==> src/rtl/puf_soc_ro_cmp.sv <==
// RO PUF measurement block: enables an RO pair, settles, counts rising edges of both over a window, compares.
// Optional PUF_SOC_RO_CNT_OUT_EN exposes the final edge counts as o_cnt_a / o_cnt_b.
module puf_soc_ro_cmp #(
  parameter int PUF_LENGTH = 16,
  parameter int IDX_W      = 4,
  parameter int WIN_W      = 16,
  parameter int CNT_W      = 16,
  parameter int SETTLE_CYC = 8
) (
  input  logic                  i_clk,
  input  logic                  i_rst,
  input  logic                  i_start,
  input  logic [IDX_W-1:0]      i_sel_a,
  input  logic [IDX_W-1:0]      i_sel_b,
  input  logic [WIN_W-1:0]      i_win_len,
  output logic                  o_busy,
  output logic                  o_valid,
  output logic                  o_resp,
  output logic                  o_tie,
  output logic                  o_err,
  output logic [PUF_LENGTH-1:0] o_puf_en,
  input  logic [PUF_LENGTH-1:0] i_puf_ro
`ifdef PUF_SOC_RO_CNT_OUT_EN
  ,
  output logic [CNT_W-1:0]      o_cnt_a,
  output logic [CNT_W-1:0]      o_cnt_b
`endif
);

  localparam int ST_W = $clog2(SETTLE_CYC + 1);
  localparam logic [IDX_W:0] PUF_LEN_L = (IDX_W+1)'(PUF_LENGTH);

  typedef enum logic [1:0] {IDLE, SETTLE, COUNT, CMP} state_t;

  state_t                state_q, state_d;
  logic [IDX_W-1:0]      sel_a_q, sel_b_q;
  logic [WIN_W-1:0]      win_len_q;
  logic [ST_W-1:0]       settle_cnt;
  logic [WIN_W-1:0]      win_cnt;
  logic [CNT_W-1:0]      cnt_a, cnt_b;
  logic                  err_q;
  logic                  accept, legal, settle_done, win_done;
  logic                  ro_a_p0, ro_a_p1, ro_a_p2;
  logic                  ro_b_p0, ro_b_p1, ro_b_p2;
  logic                  rise_a, rise_b;

  function automatic logic [CNT_W-1:0] sat_inc(input logic [CNT_W-1:0] c, input logic inc);
    if (inc && (c != {CNT_W{1'b1}}))
      return c + CNT_W'(1);
    return c;
  endfunction

  function automatic logic [PUF_LENGTH-1:0] pair_mask(input logic [IDX_W-1:0] a,
                                                      input logic [IDX_W-1:0] b);
    logic [PUF_LENGTH-1:0] m;
    m    = '0;
    m[a] = 1'b1;
    m[b] = 1'b1;
    return m;
  endfunction

  assign legal = (i_sel_a != i_sel_b) &&
                 ({1'b0, i_sel_a} < PUF_LEN_L) &&
                 ({1'b0, i_sel_b} < PUF_LEN_L) &&
                 (i_win_len != '0);

  assign settle_done = (settle_cnt == ST_W'(SETTLE_CYC - 1));
  assign win_done    = (win_cnt == (win_len_q - WIN_W'(1)));

  // Start is also refused during the o_valid cycle, when o_busy is still high
  always_comb begin
    state_d = state_q;
    accept  = 1'b0;
    case (state_q)
      IDLE: begin
        if (i_start && !o_busy) begin
          accept  = 1'b1;
          state_d = legal ? SETTLE : CMP;
        end
      end
      SETTLE:  if (settle_done) state_d = COUNT;
      COUNT:   if (win_done) state_d = CMP;
      CMP:     state_d = IDLE;
      default: state_d = IDLE;
    endcase
  end

  always_ff @(posedge i_clk) begin
    if (i_rst)
      state_q <= IDLE;
    else
      state_q <= state_d;
  end

  // Stage p0..p1: two-flop synchronizer on the selected RO lines; p2: edge-detect history
  always_ff @(posedge i_clk) begin
    if (state_q == SETTLE) begin
      ro_a_p0 <= 1'b0;
      ro_a_p1 <= 1'b0;
      ro_a_p2 <= 1'b0;
      ro_b_p0 <= 1'b0;
      ro_b_p1 <= 1'b0;
      ro_b_p2 <= 1'b0;
    end else begin
      ro_a_p0 <= i_puf_ro[sel_a_q];
      ro_a_p1 <= ro_a_p0;
      ro_a_p2 <= ro_a_p1;
      ro_b_p0 <= i_puf_ro[sel_b_q];
      ro_b_p1 <= ro_b_p0;
      ro_b_p2 <= ro_b_p1;
    end
  end

  assign rise_a = ro_a_p1 & ~ro_a_p2;
  assign rise_b = ro_b_p1 & ~ro_b_p2;

  always_ff @(posedge i_clk) begin
    if (accept) begin
      sel_a_q   <= i_sel_a;
      sel_b_q   <= i_sel_b;
      win_len_q <= i_win_len;
    end
  end

  always_ff @(posedge i_clk) begin
    if (i_rst) begin
      o_busy     <= 1'b0;
      o_valid    <= 1'b0;
      o_resp     <= 1'b0;
      o_tie      <= 1'b0;
      o_err      <= 1'b0;
      o_puf_en   <= '0;
      err_q      <= 1'b0;
      settle_cnt <= '0;
      win_cnt    <= '0;
      cnt_a      <= '0;
      cnt_b      <= '0;
    end else begin
      o_valid <= (state_q == CMP);

      if (accept)
        o_busy <= 1'b1;
      else if (o_valid)
        o_busy <= 1'b0;

      if (accept)
        err_q <= ~legal;

      if (accept && legal)
        o_puf_en <= pair_mask(i_sel_a, i_sel_b);
      else if ((state_q == COUNT) && win_done)
        o_puf_en <= '0;

      settle_cnt <= (state_q == SETTLE) ? settle_cnt + ST_W'(1) : '0;
      win_cnt    <= (state_q == COUNT)  ? win_cnt + WIN_W'(1)   : '0;

      if (accept || (state_q == SETTLE)) begin
        cnt_a <= '0;
        cnt_b <= '0;
      end else if (state_q == COUNT) begin
        cnt_a <= sat_inc(cnt_a, rise_a);
        cnt_b <= sat_inc(cnt_b, rise_b);
      end

      if (state_q == CMP) begin
        o_err  <= err_q;
        o_resp <= ~err_q && (cnt_a > cnt_b);
        o_tie  <= ~err_q && (cnt_a == cnt_b);
      end
    end
  end

`ifdef PUF_SOC_RO_CNT_OUT_EN
  always_ff @(posedge i_clk) begin
    if (i_rst) begin
      o_cnt_a <= '0;
      o_cnt_b <= '0;
    end else if (state_q == CMP) begin
      o_cnt_a <= cnt_a;
      o_cnt_b <= cnt_b;
    end
  end
`endif

endmodule

==> config.mk <==
export PLATFORM = sky130hd
export DESIGN_NAME = puf_soc_ro_cmp
export DESIGN_NICKNAME = d
export VERILOG_FILES = /design/src/rtl/puf_soc_ro_cmp.sv
export SDC_FILE = /design/constraint.sdc
export NUM_CORES = 1
export LEC_CHECK = 0
export ABC_AREA = 1
export CORE_MARGIN = 2
export CORE_UTILIZATION = 30
export DETAILED_ROUTE_END_ITERATION = 12
export GPL_TIMING_DRIVEN = 0
export HOLD_SLACK_MARGIN = 0.1
export SLEW_MARGIN = 25
export SYNTH_ARGS = -nofsm -noshare
export SYNTH_HDL_FRONTEND = slang
export SYNTH_SLANG_ARGS = --single-unit
==> constraint.sdc <==
create_clock -name i_clk -period 2.3 [get_ports i_clk]
set_input_delay 0.345 -clock i_clk [delete_from_list [all_inputs] [get_ports i_clk]]
set_output_delay 0.345 -clock i_clk [all_outputs]
set_load 0.1 [all_outputs]
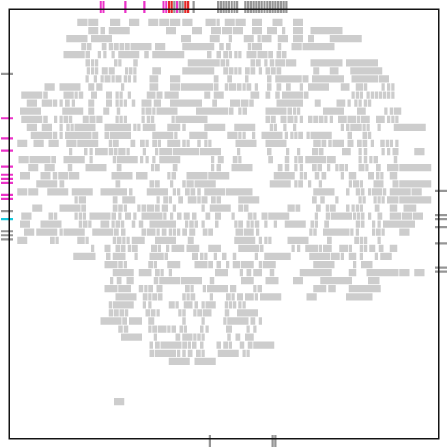
Fig. 1. Pin map (run 1).
Pins as bars across the die edge, other pins in grey.
port	colour	pins	direction	edge
i_sel_b	red	4	input	top
o_tie	cyan	1	output	left
o_puf_en	magenta	16	output	9 left, 7 top
all pins by edge	39 top, 15 left, 7 right, 3 bottom
die outline height: 144 µm
count of port buffers added during placement: 63
Die Wd: 144 µm

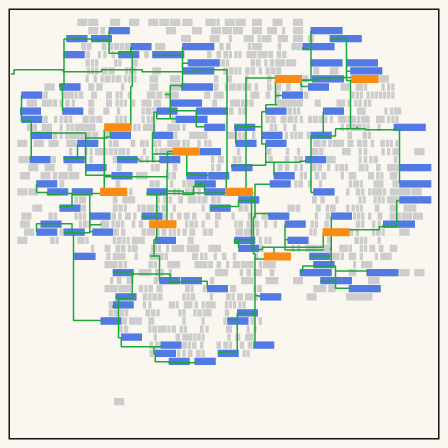
Fig. 2. Clock network drawn from the DEF (run 1).
[clock drivers] orange | count: 9
[clock wires] green | length: 1480 µm
[flip-flops] blue | count: 106
routed clock nets	10

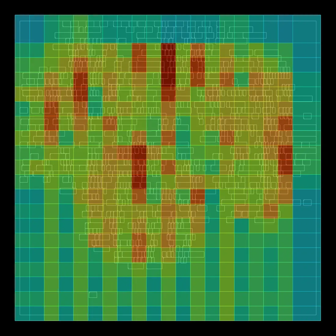
Fig. 3. Routing congestion map (run 1).
post-DR wirelength/cell: 12.9 µm
met2 usage in global routing: 0.236
met3 routing resource usage after global routing: 0.0291
global router's overall resource usage: 0.143
met1 layer usage reported by global route: 0.192

==> out/notes.md, run 1 <==
### Final layout
- nand2_1 — Commonest Layout Cell
- 2079 — total of fill cells in the finished design
- 0.00735 mm² — final design area excluding fillers
- 24.5% — layout overhead on the synthesized area
- 949 — net total in the final layout
- 0.379 — Post-Route Utilization

### Status
- finished clean — result of the run

### Clock network
- 0.08 ns — Worst-path clk slew
- 2 — maximum count of clock buffers along a single path
- 3 — H-tree depth reported by CTS
- 0.36 ns — Skew-Pair Late Insertion Delay
- 106 — Sinks on Clock Net
- clkbuf_16 — cell at the root of the clock tree

### Power
- 0.00270 µW — Leakage Power

### Logic synthesis
- 42 — distinct cell type count of the synthesized netlist
- dfxtp_1 — most used flip-flop cell
- 797 — total cells reported by yosys after synthesis
- 106 — register bit total from synthesis
- 0.278 — Top cell area share
- 0.00590 mm² — post-synth design cell area
- dfxtp_1 — cell taking the most area after synthesis
- 797 — synthesized instance count
- 24 — Post-synth EDFFs
- 7.41 µm² — average cell area after synthesis
- 0 — fraction of registers with async set/reset
- 0 — count of yosys warnings during synthesis

### Timing
- 2.24 ns — final worst path period need
- 0 ns — Fin Setup TNS
- 0.324 — Slew HR
- 0 — final tally of setup violations
- 0.00980 ns — Post-Route Skew
- 0.447 GHz — timing-limited maximum frequency
- yes — setup repair after global routing missed its margin

### Global route
- 0 — antenna violations before repair
- 5005 — vias in the first global route
- 23.7 mm — wire length of the first global-routing pass

### Critical path
- 2 — highest net fanout along the worst path
- clkdlybuf4s50_1 — standard cell with the maximum stage delay on the critical path
- output port — Critical Path End Type
- 1 — buffers and inverters on the worst path
- clkdlybuf4s50_1 — cells traversed along the worst timing path

### Floorplan
- 0.0208 mm² — Total Die Area
- 0.304 — share of the core filled by cells before placement
- 51 — Core Rows

### Routing
- 6.99 mm — routed wire length on met2
- met4 — DR top layer
- 4.72 — routed vias/inst
- 14.9 mm — routed wire length
- 7.20 mm — detailed-route wire length on metal 1
- 0 — antenna viol nets, final
- 281 — Iter 0 DRT Violations

### Placement
- 11.1 mm — DPL Wire Length
- 0.00687 mm² — placed inst area

### Worst hold path
- flip-flop to flip-flop — min-delay worst type

-- run 1: power breakdown --
group / switching, µW / internal, µW
Sequential: 166 / 2150
Clock: 755 / 881
Combinational: 1050 / 515
-- run 1: sequential cells by signal (all words and copies together), names as in the netlist, 4 cells and up --
| name | cells |
|---|---|
| win_cnt | 16 |
| cnt_a | 16 |
| win_len_q | 16 |
| o_puf_en | 16 |
| settle_cnt | 4 |
| sel_b_q | 4 |
| cnt_b | 16 |
| sel_a_q | 4 |
-- run 1: per-layer routing --
layer	vias to the layer above	track usage
li1	2836	-
met1	2493	0.192
met2	82	0.236
met3	18	0.0291
met4	0	0.0373
met5	-	0
-- run 1: synthesized netlist by cell type (all sizes together) (11+ instances only) --
cell type and instances:
nand2 160, inv 111, dfxtp 82, nor2 82, a21oi 76, o21ai 56
nand3 55, ha 25, edfxtp 24, nor3 24, o22ai 16, xor2 15
nand4 13, clkbuf 11
-- run 1: area by class of cell --
type,count,area (µm²),share of cell area
Multi-Input combinational cell,566,3130,0.426
Sequential cell,106,2360,0.321
Timing Repair Buffer,72,716,0.0973
Inverter,112,420,0.0572
Tap cell,265,332,0.0451
Clock buffer,12,278,0.0378
Buffer,14,73.8,0.0100
Clock inverter,4,37.5,0.00511
-- run 1: final timing paths --
path                                  from                        to  slack (ns)  cells after the start
setup / recovery  o_puf_en[2]$_SDFFE_PP0P_               o_puf_en[2]        0.06                      1
hold / removal          ro_a_p0$_SDFF_PP0_        ro_a_p1$_SDFF_PP0_        0.41                      2
setup reg to reg    win_len_q[0]$_DFFE_PP_  o_puf_en[0]$_SDFFE_PP0P_        0.13                     13
hold reg to reg         ro_a_p0$_SDFF_PP0_        ro_a_p1$_SDFF_PP0_        0.41                      2
-- run 1: cell families (layout without fill, tap and decap cells) --
group | Yosys count | after routing | synth area share
buffers and inverters | 126 | 214 | 0.0818
and+or+nand+nor | 356 | 357 | 0.285
adders and majority gates | 25 | 25 | 0.0530
AOI/OAI and AO/OA | 162 | 162 | 0.147
xor gates and xnor gates | 22 | 22 | 0.0326
DFF | 106 | 106 | 0.400
-- run 1: per-stage QoR --
step / setup WS [ns] / instances / total power, µW
floorplan: 0.160 / 797 / 3380
finish: 0.0649 / 1151 / 5510
CTS: 0.0355 / 1143 / 5490
global route: -0.0316 / 1151 / 5840
detailed placement: -0.750 / 1125 / 3810
global placement: -0.680 / 1125 / 3800
-- run 1: timing repair --
item,4_1_cts,5_1_grt
setup buffers,1,7
cloned,1,1
pin swaps,1,9
endpoints found under the setup margin,47,23
gates resized,0,21
==> run 2: changes to the inputs <==
Settings changed: CTS_CLUSTER_DIAMETER set to 100, GPL_ROUTABILITY_DRIVEN set to 0.
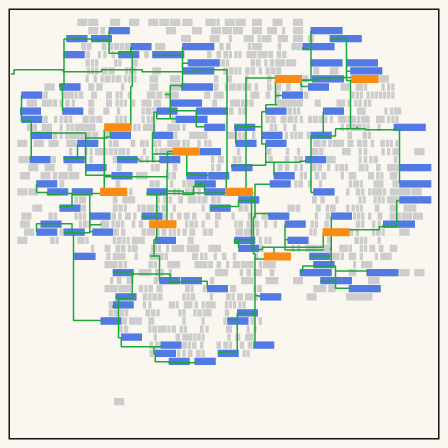
Fig. 4. Clock network drawn from the DEF (run 2).
[clock wires] green | length: 1480 µm
[clock drivers] orange | count: 9
[flip-flops] blue | count: 106
routed clock nets	10
Clk. pwr: 1640 µW
Skew-Pair Late Insertion Delay: 0.36 ns
Post-Route Skew: 0.00980 ns

==> run 2 against run 1 <==
  * Non-clock buffer count did not move
  * Synthesized cell count did not move
  * Maximum frequency stayed put
  * Synthesized area did not move
  * Core utilization unchanged
  * Clock power barely moved
  * Count of clock-buffer cells in the layout did not move
==> out/notes.md, run 2 <==
### Status
- finished clean — result of the run

### Routing
- 281 — Iter 0 DRT Violations
- 14.9 mm — routed wire length
- 0 — antenna viol nets, final
- 12.9 µm — post-DR wirelength/cell
- 4 — number of search-and-repair iterations in the first detailed-routing pass
- 4.72 — routed vias/inst

### Final layout
- 24.5% — layout overhead on the synthesized area
- nand2_1 — Commonest Layout Cell
- nand2_1 (154), inv_1 (98), dfxtp_1 (81) — highest-count cells in the layout ignoring fill and taps
- 2079 — total of fill cells in the finished design
- 949 — net total in the final layout

### Critical path
- 2 — highest net fanout along the worst path
- 13 — worst r2r path cells
- 1 — buffers and inverters on the worst path
- o_puf_en[2]$_SDFFE_PP0P_ — launch point of the critical path
- win_len_q[0]$_DFFE_PP_ — origin of the critical flop-to-flop path
- output port — Critical Path End Type
- o_puf_en[0]$_SDFFE_PP0P_ — worst reg2reg path endpoint
- flip-flop — critical path startpoint category
- 0.13 ns — FF-to-FF setup slack
- clkdlybuf4s50_1 — cells traversed along the worst timing path
- clkdlybuf4s50_1 — standard cell with the maximum stage delay on the critical path

### Floorplan
- 0.304 — share of the core filled by cells before placement
- 51 — Core Rows
- 144 µm — die outline height
- 0.0208 mm² — Total Die Area
- 144 µm — Die Wd
- 0.0194 mm² — CORE AREA

### Worst hold path
- ro_a_p1$_SDFF_PP0_ — end point of the worst hold path
- 2 — hold-critical path depth
- ro_a_p0$_SDFF_PP0_ — launch instance of the worst min-delay path
- flip-flop to flip-flop — min-delay worst type

### Logic synthesis
- 0 — fraction of registers with async set/reset
- 42 — distinct cell type count of the synthesized netlist
- 24 — Post-synth EDFFs
- dfxtp_1 (28%), edfxtp_1 (12%), nand2_1 (9.9%) — Area contributors post-synth
- 0.278 — Top cell area share
- 865 — syn_nets
- nand2_1 (156), inv_1 (100), dfxtp_1 (82), a21oi_1 (76), nor2_1 (72) — top cells by count, synth
- nand2_1 — most frequent cell after synthesis
- 0.400 — sequential fraction of the synthesis area
- 106 — register bit total from synthesis
- dfxtp_1 — cell taking the most area after synthesis
- 0.00590 mm² — yosys stat chip area
- 0.00590 mm² — post-synth design cell area
- dfxtp_1 — most used flip-flop cell
- 797 — total cells reported by yosys after synthesis
- 0 — count of yosys warnings during synthesis
- 7.41 µm² — average cell area after synthesis
- 797 — synthesized instance count

### Timing
- 0.447 GHz — timing-limited maximum frequency
- 0 — Final Hold Violation Tally
- 0.324 — Slew HR
- 2.24 ns — final worst path period need
- yes — setup repair after global routing missed its margin
- 0 ns — Fin Setup TNS
- 0 — final tally of setup violations
- 0 — Slew Limit Fails

### Placement
- 63 — count of port buffers added during placement
- 11.1 mm — DPL Wire Length

### Clock network
- clkbuf_16 — cell at the root of the clock tree
- 2 — maximum count of clock buffers along a single path
- 3 — H-tree depth reported by CTS
- 0.08 ns — Worst-path clk slew
- 106 — Sinks on Clock Net

### Global route
- 0.143 — global router's overall resource usage
- 23.7 mm — wire length of the first global-routing pass
- 0 — antenna violations before repair
- 5005 — vias in the first global route

### Power
- 5510 µW — overall power after layout
- 0.00270 µW — Leakage Power

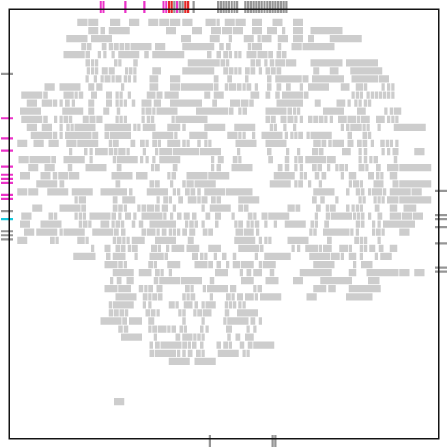
Fig. 5. Pin map (run 2).
Pins as bars across the die edge, other pins in grey.
port	colour	pins	direction	edge
o_tie	cyan	1	output	left
o_puf_en	magenta	16	output	9 left, 7 top
i_sel_b	red	4	input	top

==> run 2: cell counts after synthesis <==
No cell type changed its count.
==> run 2: kinds of logic after synthesis <==
family / after synthesis / share of synthesized area
compound gates: 162 / 0.147
xor+xnor: 22 / 0.0326
flops: 106 / 0.400
simple gates: 356 / 0.285
buf+inv: 126 / 0.0818
fa+ha+maj: 25 / 0.0530
==> run 2: layout make-up <==
| cell class | instances | area [µm²] | area share |
|---|---|---|---|
| flip-flops and latches | 106 | 2360 | 0.321 |
| plain buffers | 14 | 73.8 | 0.0100 |
| well taps | 265 | 332 | 0.0451 |
| clock buffers | 12 | 278 | 0.0378 |
| inverters | 112 | 420 | 0.0572 |
| clock inverters | 4 | 37.5 | 0.00511 |
| multi-input cells | 566 | 3130 | 0.426 |
| repair buffers | 72 | 716 | 0.0973 |
==> run 2: per-stage QoR <==
step                      instance area [µm²]  worst slack, ns  hold WS [ns]  instances  utilization
after floorplan                          5910            0.160         0.388        797            -
after global placement                   6870           -0.680         0.399       1125        0.354
after detailed placement                 6870           -0.750         0.400       1125        0.354
after CTS                                7200           0.0355         0.412       1143        0.371
after global routing                     7350          -0.0316         0.431       1151        0.379
final                                    7350           0.0649         0.409       1151        0.379
==> run 2: per-layer routing <==
layer	routed length, µm	global-route usage	up-vias
met5	0	0	-
met4	197	0.0373	0
met3	472	0.0291	18
met2	6990	0.236	82
met1	7200	0.192	2493
li1	-	-	2836
==> run 2: worst max path at each step <==
| stage | end | cells after the start |
|---|---|---|
| 2_1_floorplan | o_puf_en[0]$_SDFFE_PP0P_ | 8 |
| 3_3_place_gp | o_puf_en[4]$_SDFFE_PP0P_ | 8 |
| 3_5_place_dp | o_puf_en[4]$_SDFFE_PP0P_ | 8 |
| 4_1_cts | o_puf_en[5] | 1 |
| 5_1_grt | o_puf_en[14]$_SDFFE_PP0P_ | 16 |
| 6_report | o_puf_en[2] | 1 |
==> run 2: power breakdown <==
| part | switching [µW] | internal, µW |
|---|---|---|
| combinational | 1050 | 515 |
| clock | 755 | 881 |
| sequential | 166 | 2150 |
| total | 1970 | 3540 |
==> run 2: timing repair <==
| item | CTS | global route |
|---|---|---|
| gates cloned | 1 | 1 |
| setup endpoints to repair | 47 | 23 |
| buffers inserted | 1 | 7 |
| resized | 0 | 21 |
| pin swaps | 1 | 9 |
Power figures rest on the tool's default switching activity, not on a simulated workload.
